### src/rtl/led_chain_driver.sv
// Serial driver for shift-register LED chains: per-LED off/on/blink modes,
// request/ack frame writes, and automatic refresh whenever the blink phase flips.
module led_chain_driver #(
    parameter int unsigned NUM_LEDS   = 8,
    parameter int unsigned SLOT_BITS  = 2,
    parameter int unsigned CLK_DIV    = 32,
    parameter int unsigned BLINK_LOG2 = 23
) (
    input  logic                    sys_clk,
    input  logic                    sys_rst_n,
    input  logic [2*NUM_LEDS-1:0]   led_mode,
    input  logic                    write_request,
    output logic                    write_ack,
    output logic                    busy,
    input  logic                    blank,
    output logic                    led_sck,
    output logic                    led_sin,
    output logic                    led_lat,
    output logic                    led_blk
);

    localparam int unsigned FRAME_BITS = NUM_LEDS * SLOT_BITS;
    localparam int unsigned DIV_W      = $clog2(CLK_DIV + 1);
    localparam int unsigned BIT_W      = $clog2(FRAME_BITS + 1);
    localparam logic [DIV_W-1:0] DIV_RELOAD = DIV_W'(CLK_DIV - 1);
    localparam logic [BIT_W-1:0] LAST_BIT   = BIT_W'(FRAME_BITS - 1);

    typedef enum logic [2:0] {
        IDLE,
        LOAD,
        SHIFT,
        LATCH,
        GAP
    } state_t;

    state_t                  state;
    logic [2*NUM_LEDS-1:0]   shadow;
    logic [FRAME_BITS-1:0]   shift_reg;
    logic [FRAME_BITS-1:0]   frame;
    logic [DIV_W-1:0]        div_cnt;
    logic [BIT_W-1:0]        bit_cnt;
    logic [BLINK_LOG2-1:0]   blink_cnt;
    logic                    phase;
    logic                    refresh_pending;
    logic                    first_latched;
    logic                    blink_used;
    logic                    phase_toggle;
    logic                    div_done;
    logic                    latch_end;

    assign phase_toggle = &blink_cnt;
    assign div_done     = (div_cnt == '0);
    assign latch_end    = (state == LATCH) && div_done;

    // LED i lands in the LSB of slot i; slot 0 is shifted out first.
    always_comb begin
        frame = '0;
        for (int i = 0; i < NUM_LEDS; i++) begin
            frame[(NUM_LEDS-1-i)*SLOT_BITS] = shadow[2*i+1] ? (phase ^ shadow[2*i]) : shadow[2*i];
        end
    end

    always_comb begin
        blink_used = 1'b0;
        for (int i = 0; i < NUM_LEDS; i++) begin
            blink_used = blink_used | shadow[2*i+1];
        end
    end

    always_ff @(posedge sys_clk or negedge sys_rst_n) begin
        if (!sys_rst_n) begin
            blink_cnt <= '0;
            phase     <= 1'b0;
        end else begin
            blink_cnt <= blink_cnt + 1'b1;
            if (phase_toggle) begin
                phase <= ~phase;
            end
        end
    end

    always_ff @(posedge sys_clk or negedge sys_rst_n) begin
        if (!sys_rst_n) begin
            state           <= IDLE;
            shadow          <= '0;
            shift_reg       <= '0;
            div_cnt         <= '0;
            bit_cnt         <= '0;
            refresh_pending <= 1'b0;
            first_latched   <= 1'b0;
            write_ack       <= 1'b0;
            busy            <= 1'b0;
            led_sck         <= 1'b0;
            led_sin         <= 1'b0;
            led_lat         <= 1'b0;
            led_blk         <= 1'b1;
        end else begin
            write_ack <= 1'b0;
            led_blk   <= (first_latched || latch_end) ? blank : 1'b1;

            // A toggle landing on the LOAD edge still schedules a refresh,
            // since the frame being built uses the pre-toggle phase.
            if (state == LOAD) begin
                refresh_pending <= 1'b0;
            end
            if (phase_toggle && blink_used) begin
                refresh_pending <= 1'b1;
            end

            case (state)
                IDLE: begin
                    if (write_request) begin
                        shadow    <= led_mode;
                        write_ack <= 1'b1;
                        busy      <= 1'b1;
                        div_cnt   <= DIV_RELOAD;
                        state     <= LOAD;
                    end else if (refresh_pending) begin
                        busy    <= 1'b1;
                        div_cnt <= DIV_RELOAD;
                        state   <= LOAD;
                    end
                end
                LOAD: begin
                    shift_reg <= frame << 1;
                    led_sin   <= frame[FRAME_BITS-1];
                    led_sck   <= 1'b0;
                    bit_cnt   <= '0;
                    div_cnt   <= DIV_RELOAD;
                    state     <= SHIFT;
                end
                SHIFT: begin
                    if (!div_done) begin
                        div_cnt <= div_cnt - 1'b1;
                    end else if (!led_sck) begin
                        led_sck <= 1'b1;
                        div_cnt <= DIV_RELOAD;
                    end else if (bit_cnt == LAST_BIT) begin
                        led_sck <= 1'b0;
                        led_sin <= 1'b0;
                        led_lat <= 1'b1;
                        div_cnt <= DIV_RELOAD;
                        state   <= LATCH;
                    end else begin
                        led_sck   <= 1'b0;
                        led_sin   <= shift_reg[FRAME_BITS-1];
                        shift_reg <= shift_reg << 1;
                        bit_cnt   <= bit_cnt + 1'b1;
                        div_cnt   <= DIV_RELOAD;
                    end
                end
                LATCH: begin
                    if (!div_done) begin
                        div_cnt <= div_cnt - 1'b1;
                    end else begin
                        led_lat       <= 1'b0;
                        first_latched <= 1'b1;
                        div_cnt       <= DIV_RELOAD;
                        state         <= GAP;
                    end
                end
                GAP: begin
                    if (!div_done) begin
                        div_cnt <= div_cnt - 1'b1;
                    end else begin
                        busy    <= 1'b0;
                        div_cnt <= DIV_RELOAD;
                        state   <= IDLE;
                    end
                end
                default: begin
                    state <= IDLE;
                end
            endcase
        end
    end

endmodule

### config.mk
export PLATFORM = sky130hd
export DESIGN_NAME = led_chain_driver
export DESIGN_NICKNAME = d
export VERILOG_FILES = /design/src/rtl/led_chain_driver.sv
export SDC_FILE = /design/constraint.sdc
export NUM_CORES = 1
export LEC_CHECK = 0
export CAP_MARGIN = 20
export CORE_ASPECT_RATIO = 1.5
export CORE_UTILIZATION = 45
export CTS_BUF_LIST = sky130_fd_sc_hd__clkbuf_8
export CTS_CLUSTER_DIAMETER = 120
export DETAILED_ROUTE_END_ITERATION = 8
export PLACE_DENSITY = 0.67
export RECOVER_POWER = 100
export SLEW_MARGIN = 20
export SYNTH_ARGS = -nofsm -noshare
export SYNTH_HDL_FRONTEND = slang
export SYNTH_SLANG_ARGS = --single-unit
### constraint.sdc
create_clock -name sys_clk -period 5.8 [get_ports sys_clk]
set_input_delay 1.16 -clock sys_clk [delete_from_list [all_inputs] [get_ports sys_clk]]
set_output_delay 1.16 -clock sys_clk [all_outputs]
set_load 0.03 [all_outputs]
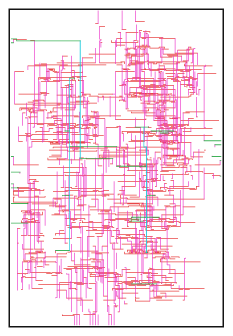
run_1/layers.png
cyan -> M4  # wire length 145 um
green -> M3  # wire length 149 um
magenta -> M2  # wire length 2940 um
red -> M1  # wire length 3010 um

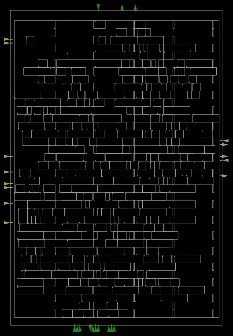
run_1/placed.png
Seq area share: 0.485
tapcell count: 100

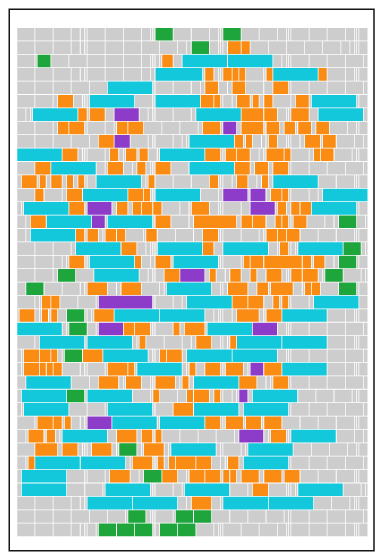
run_1/class_map.png
Fill, decap, tap and diode cells in gray.
green -> remaining buffers and delay cells  # cells 25, share of their area 6.4%
orange -> remaining logic cells  # cells 205, share of their area 38%
cyan -> registers  # cells 77, share of their area 50%
purple -> clock drivers and dummy loads  # cells 16, share of their area 5.2%
# rows: 38
post-layout instance area: 3980 um^2
fin util: 0.539

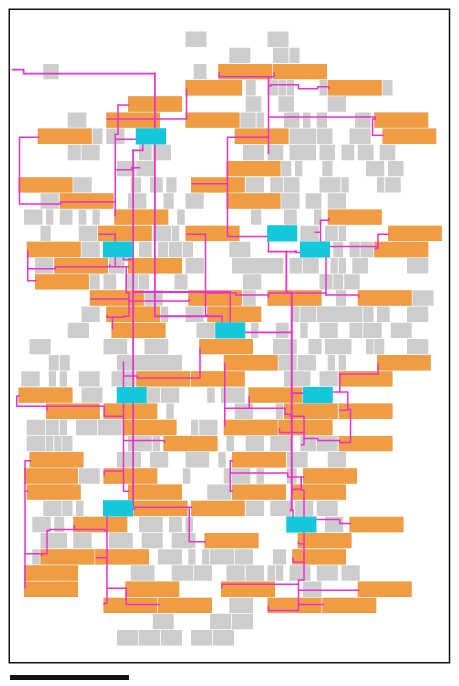
run_1/clock_wires.png
Scale bar: 20 um.
orange -> flip-flops  # count 77
magenta -> clock wires  # length 911 um
cyan -> clock-net drivers  # count 9
flops lie = all over the die

==> flow_metrics.env, run 1 <==
# yosys + openroad results
export IMPL_die_width_um=73.8
export IMPL_crit_slowest_cell="nor4_4"
export IMPL_power_density_nw_per_um2=249
export IMPL_worstSetupStartpoint="bit_cnt[0]"
export IMPL_finalSetupViolCount=0
export IMPL_coreArea_um2=7370
export IMPL_worst_pin_slew_ns=1.13
export IMPL_rsz0062_at_grt="no"
export IMPL_worstSetupStartpointType="flop"
export IMPL_path_clk_slew_ns=0.08
export IMPL_log_warning_count=27
export IMPL_antenna_found_initial=0
export IMPL_largest_reg_flops=23
export IMPL_hpwl_mm=4.12
export IMPL_yosys_area_top_type_share=0.547
export IMPL_fp_dieH_um=110
export IMPL_pwr_share_comb=0.036
export IMPL_critical_path_cell_chain="ha_1 -> and3_1 -> ha_1 -> or3b_2 -> nor4_4 -> nor2b_1 -> a221o_1"
export IMPL_yosys_warnings=0
export IMPL_crit_cells=7
export IMPL_grt_pass1_vias=2265
export IMPL_p_sw_frac=0.228
export IMPL_mostFrequentLayoutCell="dfrtp_1"
export IMPL_cts_tree="done"
export IMPL_pwr_share_seq=0.556
export IMPL_crit_path_end_kind="flop"
export IMPL_die_area_um2=8090
export IMPL_rrSetupSlack_ns=2.52
export IMPL_h_tree_depth=3
export IMPL_worstPathMaxFanout=21
export IMPL_synth_cell_types=47
export IMPL_hold_depth=1
export IMPL_viasPerCell=5.39
export IMPL_critPathMostFrequentCell="ha_1"
export IMPL_r2r_end="shift_reg[13]"
export IMPL_hp_class="flop to flop"
export IMPL_peakVddDrop_mv=0.178
export IMPL_synth_area_top_cells="dfrtp_1 (55%), mux2_2 (5.5%), xnor2_1 (4.3%)"
export IMPL_cap_viol_max_count=0
export IMPL_hold_viol=0
export IMPL_tns_ns=0
export IMPL_p_leak_nw=1.76
export IMPL_synthCells=297
export IMPL_overflow=0
export IMPL_drt_first_pass_iters=4
export IMPL_synth_seq_share=0.555
export IMPL_r2r_start="bit_cnt[0]"
export IMPL_cts_hold_buffers=0
export IMPL_syn_nets=322
export IMPL_worstSkewPairLatency_ns=0.35
export IMPL_ys_cells=297
export IMPL_whs_ns=0.458
export IMPL_drc=0
export IMPL_top_level_ports=26
export IMPL_drtIter0Drc=210
export IMPL_crit_arrival_ns=3.51
export IMPL_clock_sinks=77
export IMPL_synth_seq_cells=77
export IMPL_cp_top_family="simple AND/OR/NAND/NOR gates"
export IMPL_cpPeakStageDelay_ns=0.74
export IMPL_antenna_cells=0
export IMPL_status="complete, no violations"
export IMPL_flop_cell="dfrtp_1"
export IMPL_grt_max_degree=78
export IMPL_holdPathEnd="blink_cnt[0]"
export IMPL_final_nets=343
export IMPL_p_switching_mw=0.226
export IMPL_yosys_area_um2=3480
export IMPL_setup_ws_ns=2.52
export IMPL_wl_mm=6.24
export IMPL_root_buffer="clkbuf_8"
export IMPL_period_needed_ns=3.28
export IMPL_critPathKind="flop to flop"
export IMPL_cts_path_max_buffers=2
export IMPL_drive_gt1_frac=0.127
export IMPL_timing_final_crit_share=0.565
export IMPL_wl_per_cell_um=14.8
export IMPL_slew_headroom=0.245
export IMPL_clock_fmax_mhz=305
export IMPL_fp_util=0.472
export IMPL_drtAntennaViolNets=0
export IMPL_port_buffers=25
export IMPL_critical_path_buf_inv_count=0
export IMPL_synthesis_area_per_instance_um2=11.7
export IMPL_cp_endpoint="shift_reg[13]"
export IMPL_lay_top_cells="dfrtp_1 (76), nand2_1 (25), xnor2_1 (17), mux2_2 (17), clkdlybuf4s50_1 (17)"
export IMPL_grt_usage=0.179
export IMPL_vias=2279
export IMPL_ff2ff_path_depth=7
export IMPL_cts_setup_buffers=0
export IMPL_p_clk_frac=0.408
export IMPL_cts_resized=0
export IMPL_numCtsBuffers=9
export IMPL_hp_start="blink_cnt[0]"
export IMPL_cp_required_ns=6.04
export IMPL_area_growth_pct=14.4
export IMPL_preCtsSetupSlack_ns=2.54
export IMPL_place_congestion=0.738
export IMPL_grt_first_pass_wirelength_mm=10.8
export IMPL_edf_count=0
export IMPL_top_area_cell="dfrtp_1"
export IMPL_skew_ns=0.00605
export IMPL_power_internal_mw=0.764
export IMPL_finalMaxSlewViolations=0
export IMPL_netlist_area_um2=3480
export IMPL_synthArstFlopShare=1.00
## run 1: per-layer routing
metal,routed length (um),vias to the layer above,GRT usage
met5,0,-,0
met4,145,0,0.0907
met3,148,11,0.0330
met2,2940,35,0.269
met1,3010,1124,0.247
li1,-,1109,-
## run 1: logic make-up after synthesis
family,Yosys count,synth area share
and+or+nand+nor,96,0.154
DFF,77,0.555
AOI/OAI and AO/OA,47,0.107
xor gates and xnor gates,32,0.0806
buffers and inverters,22,0.0284
muxes,18,0.0580
adders and majority gates,5,0.0180
## run 1: cell usage after synthesis (4+ instances only)
library cell	number
xnor2_1	17
dfrtp_1	76
o31ai_1	4
mux2_2	17
xor2_1	15
nand4_1	8
o211ai_1	5
inv_1	7
clkbuf_1	9
nor2_1	14
nor3_1	7
nand3_1	12
nand2_1	25
a22o_1	10
ha_1	5
and3_1	6
a21oi_1	5
a221o_1	7
buf_2	4
## run 1: power by group through the flow
| stage | Combinational, mW | Clock, mW | Sequential (mW) |
|---|---|---|---|
| after global placement | 0.0360 | 0 | 0.561 |
| after CTS | 0.0370 | 0.416 | 0.551 |
| final | 0.0354 | 0.404 | 0.551 |
| after detailed placement | 0.0366 | 0 | 0.561 |
| after floorplan | 0.0111 | 0 | 0.560 |
| after global routing | 0.0403 | 0.433 | 0.552 |
## run 1: through the flow
step                area (um^2)  std cells  power (mW)
floorplan                  3480        297       0.571
global placement           3780        407       0.597
detailed placement         3780        407       0.598
CTS                        3980        423        1.00
global route               3980        423        1.03
finish                     3980        423       0.990
## run 1: cell type report
type	count	area (um^2)
clock buffer	9	124
clock inverter	7	75.1
fill	649	3390
inverter	7	26.3
multi-input combinational	198	1450
sequential	77	1930
tap	100	125
timing repair buffer	25	248
run_1/pinout.png
Pins as bars across the die edge, other pins in gray.
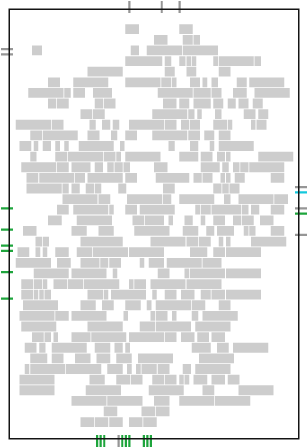

==> run 2: changes to the inputs <==
- clock period: 5.8 -> 3.05 ns (I/O delays scaled with it)
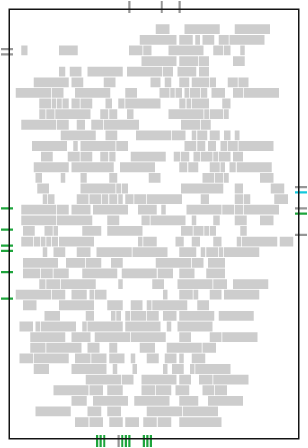
run_2/pinout.png
Pins as bars across the die edge, other pins in gray.
cyan -> led_lat  # pins 1, direction output, edge right
green -> led_mode  # pins 16, direction input, edge 9 bottom, 6 left, 1 right

==> flow_metrics.env, run 2 <==
# yosys + openroad results
export IMPL_status="finished with violations"
export IMPL_violations="capacitance limit, slew limit"
export IMPL_use_met2=0.265
export IMPL_yosys_area_top_type_share=0.547
export IMPL_vias=2297
export IMPL_finalSetupViolCount=0
export IMPL_die_width_um=73.8
export IMPL_use_met3=0.0532
export IMPL_die_area_um2=8090
export IMPL_met1_length_mm=2.97
export IMPL_netlist_area_um2=3480
export IMPL_mux_area_frac=0.0580
export IMPL_cts_path_max_buffers=2
export IMPL_drtAntennaViolNets=0
export IMPL_antenna_cells=0
export IMPL_wl_met2_mm=3.05
export IMPL_skew_ns=0.0117
export IMPL_synth_cell_types=47
export IMPL_worstSetupStartpointType="flop"
export IMPL_cap_viol_max_count=1
export IMPL_grt_use_met1=0.245
export IMPL_place_congestion=0.752
export IMPL_cts_tree="done"
export IMPL_crit_path_end_kind="flop"
export IMPL_cp_required_ns=3.29
export IMPL_worstPathMaxFanout=20
export IMPL_syn_nets=322
export IMPL_critPathKind="flop to flop"
export IMPL_top_layer="met4"
export IMPL_timing_final_crit_share=0.856
export IMPL_top_cells_by_count="dfrtp_1 (76), nand2_1 (25), mux2_2 (17), xnor2_1 (17), xor2_1 (15)"
export IMPL_overflow=0
export IMPL_busiest_layer="met2"
export IMPL_peakVddDrop_mv=0.360
export IMPL_worst_pin_slew_ns=1.85
export IMPL_flop_cell="dfrtp_1"
export IMPL_fp_util=0.472
export IMPL_slew_headroom=-0.231
export IMPL_drc=0
export IMPL_wl_mm=6.32
export IMPL_synthArstFlopShare=1.00
export IMPL_stdcell_area_um2=4010
export IMPL_crit_arrival_ns=2.85
export IMPL_log_warning_count=27
export IMPL_ys_sh_xor=0.0806
export IMPL_top_level_ports=26
export IMPL_most_common_cell="dfrtp_1"
export IMPL_fp_dieH_um=110
export IMPL_synth_seq_cells=77
export IMPL_finalMaxSlewViolations=78
export IMPL_grt_pass1_vias=2203
export IMPL_cts_setup_buffers=0
export IMPL_path_clk_slew_ns=0.08
export IMPL_whs_ns=0.460
export IMPL_finalPower_mw=2.06
export IMPL_synth_area_top_cells="dfrtp_1 (55%), mux2_2 (5.5%), xnor2_1 (4.3%)"
export IMPL_drt_first_pass_iters=4
export IMPL_worstSetupStartpoint="bit_cnt[0]"
export IMPL_hp_start="first_latched"
export IMPL_grt_first_pass_wirelength_mm=10.8
export IMPL_ys_cells=297
export IMPL_edf_count=0
export IMPL_cts_resized=0
export IMPL_largest_reg_flops=23
export IMPL_grt_usage=0.181
export IMPL_numCtsBuffers=9
export IMPL_top_area_cell="dfrtp_1"
export IMPL_hp_class="flop to flop"
export IMPL_area_growth_pct=15.5
export IMPL_synthesis_area_per_instance_um2=11.7
export IMPL_period_needed_ns=2.61
export IMPL_synthCells=297
export IMPL_adder_share=0.0180
export IMPL_met3_length_um=200
export IMPL_aoi_share=0.107
export IMPL_power_density_nw_per_um2=513
export IMPL_final_nets=347
export IMPL_root_buffer="clkbuf_8"
export IMPL_clock_fmax_mhz=383
export IMPL_viasPerCell=5.39
export IMPL_clock_sinks=77
export IMPL_mostFrequentLayoutCell="dfrtp_1"
export IMPL_synth_logic_top_family="simple AND/OR/NAND/NOR gates"
export IMPL_tns_ns=0
export IMPL_grt_max_degree=78
export IMPL_hold_viol=0
export IMPL_worstSkewPairLatency_ns=0.35
export IMPL_h_tree_depth=3
export IMPL_antenna_found_initial=0
export IMPL_drive_gt1_frac=0.123
export IMPL_place_area_um2=3810
export IMPL_rsz0062_at_grt="no"
export IMPL_lay_top_cells="dfrtp_1 (76), nand2_1 (25), xnor2_1 (17), mux2_2 (17), clkdlybuf4s50_1 (17)"
export IMPL_yosys_area_um2=3480
export IMPL_port_buffers=25
export IMPL_synth_simple_area_share=0.154
export IMPL_r2r_start="bit_cnt[0]"
export IMPL_drtIter0Drc=224
export IMPL_wl_per_cell_um=14.8
export IMPL_p_leak_nw=1.80
export IMPL_row_count=38
export IMPL_hpwl_mm=4.18
export IMPL_synth_seq_share=0.555
export IMPL_cts_hold_buffers=0
export IMPL_yosys_warnings=0
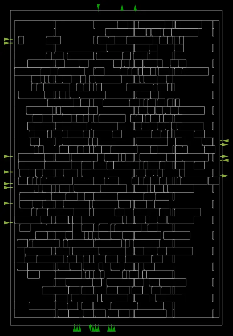
run_2/placed.png
Filler cells: 652
Flops: 77
fin util: 0.545
Core Region: 7370 um^2

run 2: cell count changes in the layout (fill, tap and decap cells not counted), moves of 2 or more:
cell,change
clkinvlp_4,-3
bufinv_16,+2
clkbuf_2,+2
clkbuf_8,+2
run 2: final timing paths:
kind                                 end  slack (ns)  cells after the start
max                           bit_cnt[3]        0.44                      8
min                        first_latched        0.46                      1
max reg2reg                   bit_cnt[3]        0.44                      8
min reg2reg                first_latched        0.46                      1
max in group asynchronous     shadow[10]        1.20                      1
min in group asynchronous  blink_cnt[13]        0.76                      1
run 2: cell families after synthesis:
| kind of cell | Yosys count |
|---|---|
| AOI/OAI and AO/OA | 47 |
| xor gates and xnor gates | 32 |
| DFF | 77 |
| and+or+nand+nor | 96 |
| muxes | 18 |
| buffers and inverters | 22 |
| adders and majority gates | 5 |
run 2: critical path, cell delays in order, from the launching register on:
cell and delay [ns]:
dfrtp_1 0.40, ha_1 0.23, and3_1 0.19, ha_1 0.22
or3b_2 0.45, nor4_1 0.29, clkbuf_2 0.41, nand4_1 0.16
mux2i_1 0.14
run 2: final cells by class:
cell class,count,area [um^2]
fillers,652,3360
well taps,100,125
inverters,7,26.3
multi-input cells,198,1420
flip-flops and latches,77,1930
clock inverters,4,95.1
clock buffers,11,151
repair buffers,29,269
run 2: stage by stage:
stage          std cells  worst slack (ns)   util
2_1_floorplan        297             0.810      -
3_3_place_gp         411             0.667  0.518
3_5_place_dp         411             0.588  0.518
6_report             426             0.439  0.545
4_1_cts              426             0.592  0.551
5_1_grt              426             0.296  0.545
run 2: where the power goes:
| part | internal, mW | leakage, nW | switching (mW) |
|---|---|---|---|
| combinational | 0.0362 | 0.673 | 0.0299 |
| sequential | 1.04 | 1.00 | 0.0112 |
| clock | 0.582 | 0.125 | 0.364 |
No activity file was given, so power comes from the tool's default toggle rates.
